File: config.mk
export PLATFORM = sky130hd
export DESIGN_NAME = adder_accum
export DESIGN_NICKNAME = d
export VERILOG_FILES = /design/src/rtl/adder_accum.sv
export SDC_FILE = /design/constraint.sdc
export NUM_CORES = 1
export LEC_CHECK = 0
export CAP_MARGIN = 15
export CORE_UTILIZATION = 35
export DETAILED_ROUTE_END_ITERATION = 10
export GPL_TIMING_DRIVEN = 0
export PLACE_DENSITY = 0.76
export SYNTH_ARGS = -nofsm -noshare
export SYNTH_HDL_FRONTEND = slang
export SYNTH_SLANG_ARGS = --single-unit
File: constraint.sdc
create_clock -name i_clk -period 4.5 [get_ports i_clk]
set_input_delay 0.675 -clock i_clk [delete_from_list [all_inputs] [get_ports i_clk]]
set_output_delay 0.675 -clock i_clk [all_outputs]
set_load 0.1 [all_outputs]
File: src/rtl/adder_accum.sv
// Frame accumulator around an external 32-bit adder: sums N_WORDS words
// per frame and presents the total with a sticky unsigned-overflow flag.
module adder_accum #(
    parameter int N_WORDS = 8,
    parameter int CNT_W   = $clog2(N_WORDS + 1)
) (
    input  logic             i_clk,
    input  logic             i_rst_n,
    input  logic             i_clear,
    input  logic [31:0]      i_data,
    input  logic             i_valid,
    output logic             o_ready,
    output logic [31:0]      o_add_a,
    output logic [31:0]      o_add_b,
    input  logic [31:0]      i_add_s,
    output logic [31:0]      o_sum,
    output logic             o_ovf,
    output logic             o_sum_valid,
    input  logic             i_sum_ready
);

    localparam logic [0:0] ST_ACC  = 1'b0;
    localparam logic [0:0] ST_DONE = 1'b1;

    localparam logic [CNT_W-1:0] LAST_CNT = CNT_W'(N_WORDS - 1);

    logic [31:0]      r_acc;
    logic [CNT_W-1:0] r_cnt;
    logic             r_ovf;
    logic [0:0]       r_state;

    logic             w_accept;
    logic             w_last;
    logic             w_wrap;

    assign o_ready     = (r_state == ST_ACC);
    assign o_sum_valid = (r_state == ST_DONE);
    assign o_add_a     = r_acc;
    assign o_add_b     = i_data;
    assign o_sum       = r_acc;
    assign o_ovf       = r_ovf;

    assign w_accept = i_valid & o_ready;
    assign w_last   = (r_cnt == LAST_CNT);
    // No carry-out from the adder: a wrapped sum is smaller than the old total
    assign w_wrap   = (i_add_s < r_acc);

    always_ff @(posedge i_clk or negedge i_rst_n) begin
        if (!i_rst_n) begin
            r_acc   <= 32'd0;
            r_cnt   <= '0;
            r_ovf   <= 1'b0;
            r_state <= ST_ACC;
        end else if (i_clear) begin
            r_acc   <= 32'd0;
            r_cnt   <= '0;
            r_ovf   <= 1'b0;
            r_state <= ST_ACC;
        end else begin
            case (r_state)
                ST_ACC: begin
                    if (w_accept) begin
                        r_acc <= i_add_s;
                        r_ovf <= r_ovf | w_wrap;
                        if (w_last) begin
                            r_cnt   <= '0;
                            r_state <= ST_DONE;
                        end else begin
                            r_cnt <= r_cnt + 1'b1;
                        end
                    end
                end
                ST_DONE: begin
                    if (i_sum_ready) begin
                        r_acc   <= 32'd0;
                        r_ovf   <= 1'b0;
                        r_state <= ST_ACC;
                    end
                end
                default: r_state <= ST_ACC;
            endcase
        end
    end

endmodule
Power grid:
Bar = 20 um. Pins as bars on the die edge. Tap cells in grey.
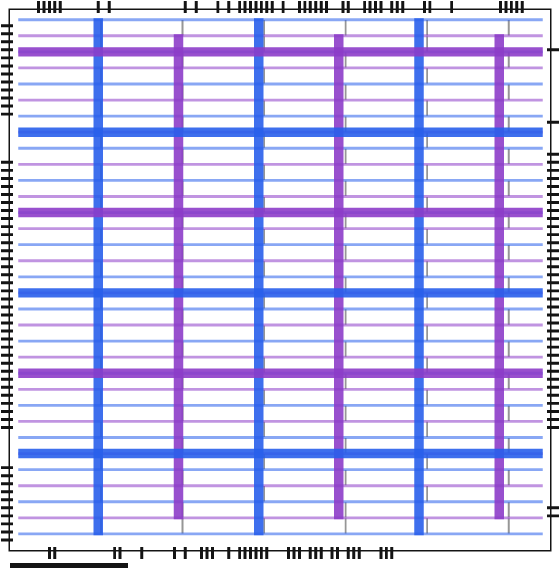
| colour | net |
|---|---|
| blue | VSS |
| purple | VDD |
met4 straps: 6
met5 straps: 6
tap cells: 102
y dimension of the die: 91.41 um
core region area: 7727 sq um

Cells coloured by class:
Bar = 20 um.
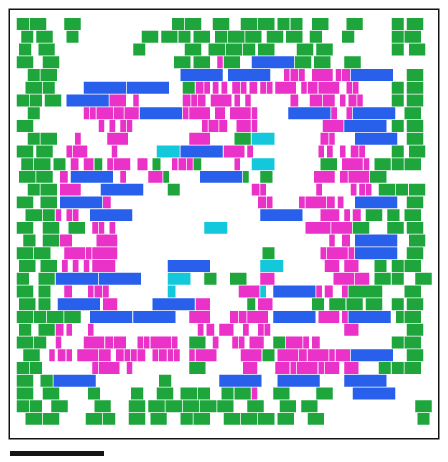
| colour | class | cells | share of their area |
|---|---|---|---|
| blue | flops | 38 | 22% |
| green | other buffers and delay cells | 210 | 45% |
| magenta | combinational and other logic | 208 | 31% |
| cyan | clock drivers and dummy loads | 8 | 2.1% |
fraction of area in registers: 0.2170
Site Rows: 32
post-route core utilization: 0.5672
total non-filler cell area in the finished layout: 4383 sq um

Clock wires, drivers and flops:
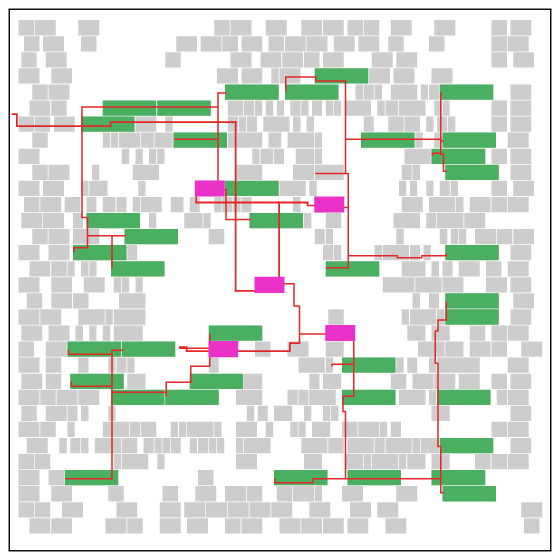
[green] flip-flops | count: 38
[red] clock wires | length: 535 um
[magenta] clock drivers | count: 5
flops lie: spread over the die
routed clock nets: 6
worst setup skew after layout: 0.003878 ns
portion of total power attributed to the clock network: 0.177

Wiring by layer:
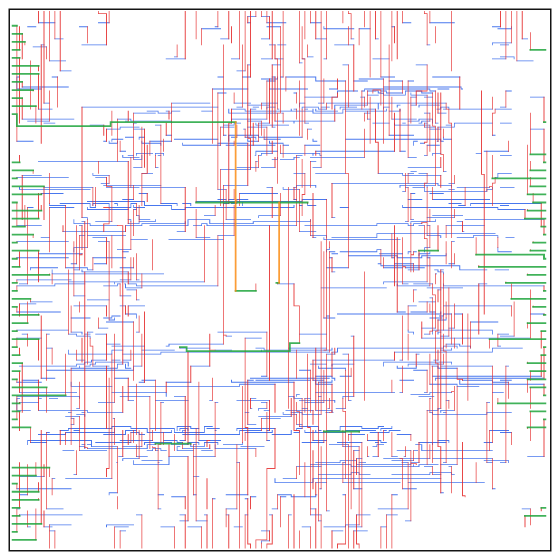
| colour | layer | wire length |
|---|---|---|
| blue | metal 1 | 3050 um |
| green | metal 3 | 366 um |
| red | metal 2 | 3380 um |
| orange | metal 4 | 42.2 um |
vias post-DR: 2555
gr usage total: 0.1657

==> impl_metrics.env <==
# physical design summary
export IMPL_post_cts_buffers=0
export IMPL_grt_start_max_net_pins=29
export IMPL_r2r_worst_path_cells=7
export IMPL_fin_crit_ns=2.675
export IMPL_synth_stat_cells=320
export IMPL_synth_distinct_cells=33
export IMPL_worst_slew_margin_relative_to_its_limit=0.3300
export IMPL_synth_cell_area_sq_um=2798
export IMPL_rr_startpoint="o_add_a[17]"
export IMPL_fmaxAchievable_ghz=0.3738
export IMPL_area_growth_syn_to_layout_pct=56.66
export IMPL_fin_ws_ns=1.825
export IMPL_clkSlewWorstSetupHoldPaths_ns=0.07
export IMPL_critical_path_startpoint_type="flip-flop"
export IMPL_worst_max_slew_pin_slew_ns=1.002
export IMPL_tritoncts_clock_tree="yes"
export IMPL_place_port_buffers=135
export IMPL_rsz0062_at_grt="no"
export IMPL_final_period_utilization=0.5946
export IMPL_dieArea_sq_um=8355
export IMPL_clock_root_buffer="clkbuf_8"
export IMPL_openroad_warnings=26
export IMPL_totalNegativeSetupSlack_ns=0
export IMPL_grt_antenna_before_repair=0
export IMPL_synth_nets=421
export IMPL_postSynthSeqShare=0.3399
export IMPL_synthesis_yosys_warnings=0
export IMPL_synth_chip_area_sq_um=2798
export IMPL_antenna_left=0
export IMPL_initCoreUtil=0.3620
export IMPL_critPathArrivalTime_ns=2.00
export IMPL_layout_cells_non_filler=566
export IMPL_top_area_frac=0.3399
export IMPL_area_leaders="dfrtp_1 34%, buf_4 18%, ha_1 14%"
export IMPL_n_fill_cell=683
export IMPL_detail_route_wl_per_cell_um=12.08
export IMPL_gr_total_overflow=0
export IMPL_ys_top_cells_by_count="68 x buf_4, 54 x nand2_1, 38 x dfrtp_1, 33 x inv_1, 32 x ha_1"
export IMPL_cell_accounting_for_the_most_synthesized_area="dfrtp_1"
export IMPL_placedInstanceArea_sq_um=4292
export IMPL_p_per_area_nw_per_um2=311.8
export IMPL_post_synth_inst_count=320
export IMPL_dieWidth_um=91.41
export IMPL_timing_critical_path_cells="buf_4 -> clkdlybuf4s50_1"
export IMPL_hold_viol=0
export IMPL_dp_worst_setup_slack_ns=1.939
export IMPL_replace_congestion=0.7500
export IMPL_cts_sinks=38
export IMPL_postSynthRegisterBits=38
export IMPL_postRouteWirelength_um=6839
export IMPL_drcViolationCount=0
export IMPL_critical_path_max_fanout=4
export IMPL_worst_setup_end_kind="output pin"
export IMPL_ios=168
export IMPL_report_final_slew_viol_count=0
export IMPL_worstHoldPathType="in2async"
export IMPL_dpl_hpwl_um=5552
export IMPL_post_detailed_route_via_to_cell_ratio=4.514
export IMPL_cts_repair_resize_count=0
export IMPL_edf_count=0
export IMPL_place_detailed_instances=558
export IMPL_nets=564
export IMPL_htree_num_levels=2
export IMPL_layout_drive_gt1_share=0.1918
export IMPL_run_status="finished, final reports clean"
export IMPL_diodes_inserted=0
export IMPL_grt_pass1_wl_um=11210
export IMPL_drc_violation_total_after_the_first_tritonroute_iteration=46
export IMPL_final_setup_viol_count=0
export IMPL_clock_latency_late_pin_ns=0.29
export IMPL_regToRegEndpoint="o_ovf"
export IMPL_cts_max_path_buffers=2
export IMPL_static_leakage_power_nw=2.026
export IMPL_synthMostInstantiatedCell="buf_4"
export IMPL_slowest_delay_ns=1.12
export IMPL_setup_worst_path_class="reg2out"
export IMPL_max_cap_violations=0
export IMPL_crit_path_top_delay_cell="clkdlybuf4s50_1"
export IMPL_postSynth_asyncResetShare=1.000
export IMPL_critPathRequiredTime_ns=3.83
export IMPL_flop_cell="dfrtp_1"
export IMPL_postSynthAreaPerCell_sq_um=8.743
export IMPL_ctsHoldBuffers=0
export IMPL_minimum_setup_slack_among_reg_to_reg_paths_ns=2.66
export IMPL_first_global_vias=2442
export IMPL_numCtsBuffers=5
export IMPL_first_pass_iters=4
export IMPL_peakVddDrop_mv=0.1555
[metal layers]
layer,part of all wire,vias to the layer above,wire length [um],GRT usage
met3,0.054,4,366,0.03518
met2,0.49,106,3378,0.2851
met5,0,-,0,0
met4,0.0061,0,42,0.03175
li1,-,1277,-,-
met1,0.45,1168,3052,0.2138
[state kept, by name, indices dropped and copies added, names as in the netlist]
signal and count:
o_add_a 32, r_cnt 4, o_ovf 1, o_sum_valid 1
[cell usage in the layout, fill, tap and decap left out, types with 2 or more instances in the layout]
cell type	Yosys	final
nand4_1	3	3
o21ai_0	2	2
nor2b_1	3	3
nand2_1	54	54
buf_2	4	5
inv_1	33	33
dfrtp_1	38	38
o21ai_1	21	21
clkdlybuf4s50_1	0	134
buf_4	68	68
clkbuf_8	0	6
clkbuf_1	2	3
nand3_1	3	3
a21o_1	3	3
ha_1	32	32
a22o_1	11	11
nor2_1	14	14
a21oi_1	10	10
mux2i_1	3	3
[cells by family (layout without fill, tap and decap cells)]
family,Yosys count,after routing,synth area share
simple gates,81,81,0.1257
compound gates,58,58,0.1409
buf+inv,107,251,0.2366
flops,38,38,0.3399
xor+xnor,1,1,0.003131
mux,3,3,0.01073
fa+ha+maj,32,32,0.1431
[per-stage QoR]
step | total power, mW | hold WS (ns)
floorplan | 0.9519 | 0.3794
CTS | 1.382 | 0.2699
global route | 1.428 | 0.2842
global placement | 1.124 | 0.5164
detailed placement | 1.135 | 0.5301
finish | 1.367 | 0.2632
[power breakdown]
part / switching [mW] / total (mW) / leakage [nW] / internal, mW
registers: 0.0235 / 0.387 / 0.500 / 0.363
logic: 0.525 / 0.738 / 1.48 / 0.213
clock network: 0.118 / 0.241 / 0.0482 / 0.124
[cell type report]
class,instances,area [sq um],share of cell area
well taps,102,127.6,0.02912
clock inverters,1,5.005,0.001142
plain buffers,74,538.0,0.1228
multi-input cells,175,1185,0.2703
clock buffers,7,86.33,0.01970
inverters,33,123.9,0.02826
repair buffers,136,1366,0.3117
flip-flops and latches,38,950.9,0.2170
[critical path: cells and delay by family (launching register included)]
kind     cells  cell delay, ns
buf+inv      2            1.26
flops        1            0.45
[worst max-delay path by stage]
| stage | from | to | slack, ns | depth (start not counted) |
|---|---|---|---|---|
| after global placement | i_rst_n | r_cnt[0] | 1.72 | 1 |
| after CTS | o_add_a[0] | o_sum[0] | 1.82 | 2 |
| after floorplan | o_sum_valid | o_ready | 2.19 | 1 |
| after detailed placement | i_add_s[2] | o_ovf | 1.94 | 7 |
| after global routing | o_add_a[0] | o_sum[0] | 1.76 | 2 |
| final | o_add_a[0] | o_sum[0] | 1.82 | 2 |
Power is estimated from default activity; no workload was simulated.
